<file path="src/rtl/csr_write_queue.sv">
`default_nettype none
// ============================================================================
// Module      : csr_write_queue
// Description : Two-lane-in / one-lane-out CSR write staging FIFO with a
//               pending-address hit. Optional read forwarding is compiled in
//               when CSR_WQ_FORWARD_EN is defined.
// Revision    : 1.0 - initial release
// ============================================================================
module csr_write_queue #(
    parameter int DEPTH = 4
) (
    input  logic        clk,
    input  logic        rst,
    input  logic        wb0_csr_we,
    input  logic [13:0] wb0_csr_addr,
    input  logic [31:0] wb0_csr_wdata,
    input  logic        wb0_is_llw_scw,
    input  logic        wb1_csr_we,
    input  logic [13:0] wb1_csr_addr,
    input  logic [31:0] wb1_csr_wdata,
    input  logic        wb1_is_llw_scw,
    output logic        wb_stall,
    input  logic        tlb_inst_se,
    output logic        csr_write_en,
    output logic [13:0] csr_write_addr,
    output logic [31:0] csr_write_data,
    output logic        is_llw_scw,
    input  logic [13:0] rd_query_addr,
    output logic        rd_hit,
    output logic        q_empty
`ifdef CSR_WQ_FORWARD_EN
    ,
    output logic        rd_fwd_valid,
    output logic [31:0] rd_fwd_data
`endif
);

    localparam int PTR_W = (DEPTH > 1) ? $clog2(DEPTH) : 1;
    localparam int CNT_W = PTR_W + 1;
    localparam logic [CNT_W-1:0] C_DEPTH = CNT_W'(DEPTH);

    logic [PTR_W-1:0] head_q, head_d;
    logic [PTR_W-1:0] tail_q, tail_d;
    logic [CNT_W-1:0] count_q, count_d;

    logic [13:0] addr_mem_q [DEPTH];
    logic [31:0] data_mem_q [DEPTH];
    logic        llw_mem_q  [DEPTH];

    logic [CNT_W-1:0] req_n_w;
    logic [CNT_W-1:0] free_n_w;
    logic             enq_w;
    logic             deq_w;
    logic [PTR_W-1:0] lane1_idx_w;
    logic [PTR_W-1:0] scan_idx_w;
    logic             hit_w;
`ifdef CSR_WQ_FORWARD_EN
    logic [31:0]      fwd_data_w;
`endif

    // Stall check ignores the concurrent dequeue so the decision never depends
    // on tlb_inst_se timing.
    always_comb begin
        req_n_w     = CNT_W'(wb0_csr_we) + CNT_W'(wb1_csr_we);
        free_n_w    = C_DEPTH - count_q;
        wb_stall    = (req_n_w > free_n_w);
        enq_w       = !wb_stall;
        deq_w       = (count_q != '0) && !tlb_inst_se;
        lane1_idx_w = tail_q + PTR_W'(wb0_csr_we);
        tail_d      = enq_w ? (tail_q + PTR_W'(req_n_w)) : tail_q;
        head_d      = deq_w ? (head_q + PTR_W'(1)) : head_q;
        count_d     = count_q + (enq_w ? req_n_w : '0) - CNT_W'(deq_w);
    end

    always_ff @(posedge clk or negedge rst) begin
        if (!rst) begin
            head_q  <= '0;
            tail_q  <= '0;
            count_q <= '0;
        end else begin
            head_q  <= head_d;
            tail_q  <= tail_d;
            count_q <= count_d;
        end
    end

    always_ff @(posedge clk) begin
        if (enq_w && wb0_csr_we) begin
            addr_mem_q[tail_q] <= wb0_csr_addr;
            data_mem_q[tail_q] <= wb0_csr_wdata;
            llw_mem_q[tail_q]  <= wb0_is_llw_scw;
        end
        if (enq_w && wb1_csr_we) begin
            addr_mem_q[lane1_idx_w] <= wb1_csr_addr;
            data_mem_q[lane1_idx_w] <= wb1_csr_wdata;
            llw_mem_q[lane1_idx_w]  <= wb1_is_llw_scw;
        end
    end

    always_comb begin
        csr_write_en   = deq_w;
        csr_write_addr = deq_w ? addr_mem_q[head_q] : 14'd0;
        csr_write_data = deq_w ? data_mem_q[head_q] : 32'd0;
        is_llw_scw     = deq_w ? llw_mem_q[head_q]  : 1'b0;
        q_empty        = (count_q == '0);
    end

    // Scan oldest to youngest so the last match seen is the youngest one.
    always_comb begin
        hit_w      = 1'b0;
        scan_idx_w = head_q;
`ifdef CSR_WQ_FORWARD_EN
        fwd_data_w = 32'd0;
`endif
        for (int k = 0; k < DEPTH; k++) begin
            scan_idx_w = head_q + PTR_W'(k);
            if ((CNT_W'(k) < count_q) && (addr_mem_q[scan_idx_w] == rd_query_addr)) begin
                hit_w = 1'b1;
`ifdef CSR_WQ_FORWARD_EN
                fwd_data_w = data_mem_q[scan_idx_w];
`endif
            end
        end
    end

    assign rd_hit = hit_w;

`ifdef CSR_WQ_FORWARD_EN
    assign rd_fwd_valid = hit_w;
    assign rd_fwd_data  = fwd_data_w;
`endif

endmodule
`default_nettype wire

</file>
<file path="config.mk">
export PLATFORM = sky130hd
export DESIGN_NAME = csr_write_queue
export DESIGN_NICKNAME = d
export VERILOG_FILES = /design/src/rtl/csr_write_queue.sv
export SDC_FILE = /design/constraint.sdc
export NUM_CORES = 1
export LEC_CHECK = 0
export CAP_MARGIN = 15
export CORE_UTILIZATION = 55
export CTS_CLUSTER_DIAMETER = 120
export DETAILED_ROUTE_END_ITERATION = 10
export PLACE_DENSITY_LB_ADDON = 0.05
export SLEW_MARGIN = 20
export SYNTH_ARGS = -nofsm -noshare
export SYNTH_HDL_FRONTEND = slang
export SYNTH_SLANG_ARGS = --single-unit
</file>
<file path="constraint.sdc">
create_clock -name clk -period 13.8 [get_ports clk]
set_input_delay 1.38 -clock clk [delete_from_list [all_inputs] [get_ports clk]]
set_output_delay 1.38 -clock clk [all_outputs]
set_load 0.01 [all_outputs]
</file>
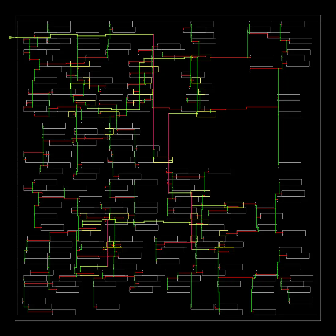
(images/clock_nets.png)
Clock Latency Late Sink: 0.44 ns
clk_skew: 0.0144 ns
Sinks on Clock Net: 195
TritonCTS Buffers: 17
clock network power consumption: 478 uW

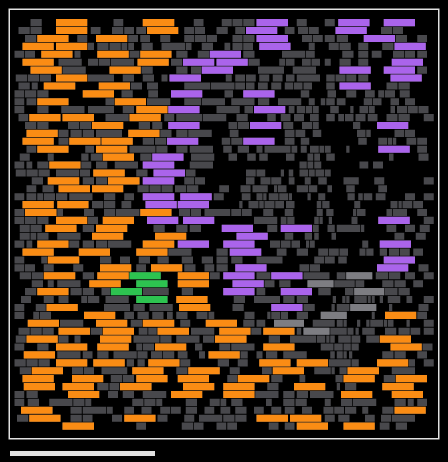
(images/ff_map.png)
Bar = 50 um. Other sequential cells in the stronger gray, the rest of the logic in the fainter gray.
- green: llw_mem_q (placed flops 4)
- orange: data_mem_q (placed flops 128; where all over the die)
- purple: addr_mem_q (placed flops 56)
- not colored: 7

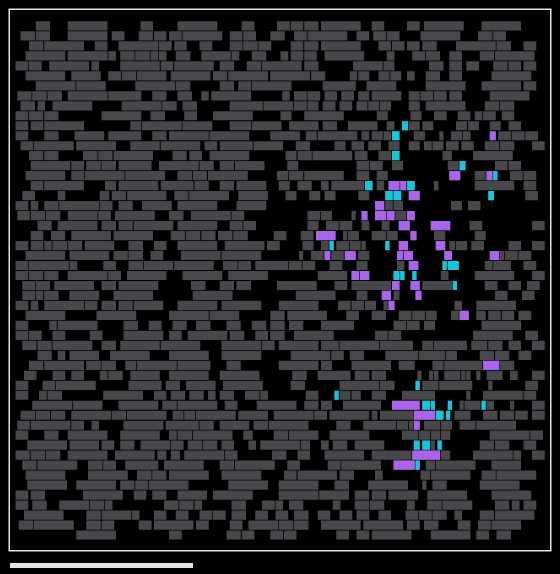
(images/gates.png)
Bar = 50 um.
- purple: aoi and oai cells (cells 38; most used o21ai_0)
- cyan: nand cells (cells 30; most used nand2_1)

==> results.txt <==
The implementation run finished. Clock tree buffers and inverters occupy 4.02% of the routed design's cell area. The final timing summary puts the cycle share of the worst path at 41.1%. Cell count listed in synth_stat.txt landed at 779.

Met3 usage in global routing landed at 5.06%. Routed via count divided by cell count landed at 6.04. The number of sequential cells reported for the layout is 195. Multi-input logic cell count landed at 513. Among all stages on the critical path, the maximum delay recorded is 0.89 ns.

After synthesis the netlist holds a flip-flop and latch count of 195. The design draws 3.31 mW. Unique cell type count in the Yosys netlist landed at 49. The stage logs contain a warning count of 26.

The multi-input combinational cells in the finished layout cover a total of 0.00546 mm2. Timing would allow up to 176 MHz. The finished layout holds 1199 standard cells, fillers aside. The timing report gives the clock slew at the launch and capture registers of the worst setup and hold paths as 0.07 ns.

Fraction of the mapped netlist area in simple logic gates landed at 4.73%. Total die size landed at 0.0217 mm2. TritonCTS built the clock tree.

Per the run summary, max-cap violations total 0. Signal nets in the final route climb as high as met4. The area growth from synthesis to layout is 20.5%.

Non-clock inverters in the final layout number 14. The via count of the first global-routing pass came to 7794. The startpoint identified for the worst register-to-register timing path is count_q[0]$_DFF_PN0_. Fraction of met1 tracks used by global routing landed at 36.0%.

Number of buffers other than clock buffers in the final layout landed at 175. Deepest level of the CTS H-tree landed at 4. In the per-layer breakdown of the detailed-route log, met1 shows 12400 um.

Leaving out fill and tap cells, the most frequent cells in the layout are sky130_fd_sc_hd__mux2_2, sky130_fd_sc_hd__edfxtp_1, sky130_fd_sc_hd__clkdlybuf4s50_1. Data arrival time of the worst path landed at 4.30 ns. Overall track demand over capacity in global routing landed at 27.2%.

The flow ran to the end, and the final reports show no timing, DRC or antenna violations. Per the synth stats, the flop cell with the highest instance count is sky130_fd_sc_hd__edfxtp_1. Overflow left after global routing landed at 0. Worst hold slack after final layout landed at 0.677 ns. Flip-flop and latch share of the layout cell area landed at 41.7%. Per the cell usage report, the commonest logic cell in the layout is sky130_fd_sc_hd__mux2_2. Power drawn by the sequential cells landed at 1.16 mW. In the post-route report, total wirelength is listed as 28400 um. Sequential cell fraction of total power landed at 35.0%. In this run, the combinational gates consume 50.6% of the power.

Setup repair after global routing left no endpoint under its margin. STA classifies the critical path startpoint as a flop. Share of the synthesized netlist area taken by xor and xnor gates landed at 4.61%.

Per-instance average area after synthesis landed at 14.9 um2. Among the non-sequential cells, multiplexers take the most area. Multi-input gate share of the layout cell area landed at 39.1%. Logic depth of the worst register-to-register path landed at 9.

Number of slew-limit violations in the final report landed at 0. The first global-routing pass estimated 44000 um of wire. The cell count after synthesis came out at 779. The count of buffers added on input and output ports is 163.

Half-perimeter wire length after detailed placement landed at 18100 um. Switching power landed at 1.25 mW. Summing over every cut layer, the via total after detailed routing is 7246. Multiplexer cells account for 33.5% of the synthesized area. Ranked by instance count, the synthesized netlist is headed by sky130_fd_sc_hd__mux2_2, sky130_fd_sc_hd__edfxtp_1, sky130_fd_sc_hd__mux2i_1. Portion of the layout cell area used by non-clock buffers landed at 12.3%.

For reference, the most critical setup path is categorized as reg2out. Switching share of power landed at 37.8%. Endpoint required time on the critical path landed at 12.42 ns. Number of buffers and inverters on the critical path landed at 2. CTS reports a maximum clock tree buffer depth of 2.

Tap cell instance count landed at 270. Sorting the synthesized cells by area gives the leading types as sky130_fd_sc_hd__edfxtp_1, sky130_fd_sc_hd__mux2_2, sky130_fd_sc_hd__mux4_2. The worst setup path is captured at a primary output. Among cell families on the critical path, the largest total delay comes from buffers and inverters. Routability congestion estimate landed at 0.940. Number of cells traversed by the worst hold path landed at 1.
==> flip-flops by register name, summed over array words and instances (netlist names) <==
signal,count
data_mem_q,128
addr_mem_q,56
llw_mem_q,4
count_q,3
head_q,2
tail_q,2
==> per-stage QoR <==
step	area [um2]	setup slack, ns
2_1_floorplan	11600	7.34
3_3_place_gp	13400	8.48
3_5_place_dp	13400	8.53
4_1_cts	14000	8.10
5_1_grt	14000	7.90
6_report	14000	8.12
==> worst reg2reg max path, delay by kind of cell, from the launching register on <==
| family | cells | cell delay, ns |
|---|---|---|
| AND-OR/OR-AND | 2 | 1.23 |
| buffers and inverters | 3 | 0.75 |
| adder cells (fa/ha/maj) | 2 | 0.59 |
| flip-flops | 1 | 0.48 |
| AND/OR/NAND/NOR | 2 | 0.40 |
Power and IR drop assume default switching activity.
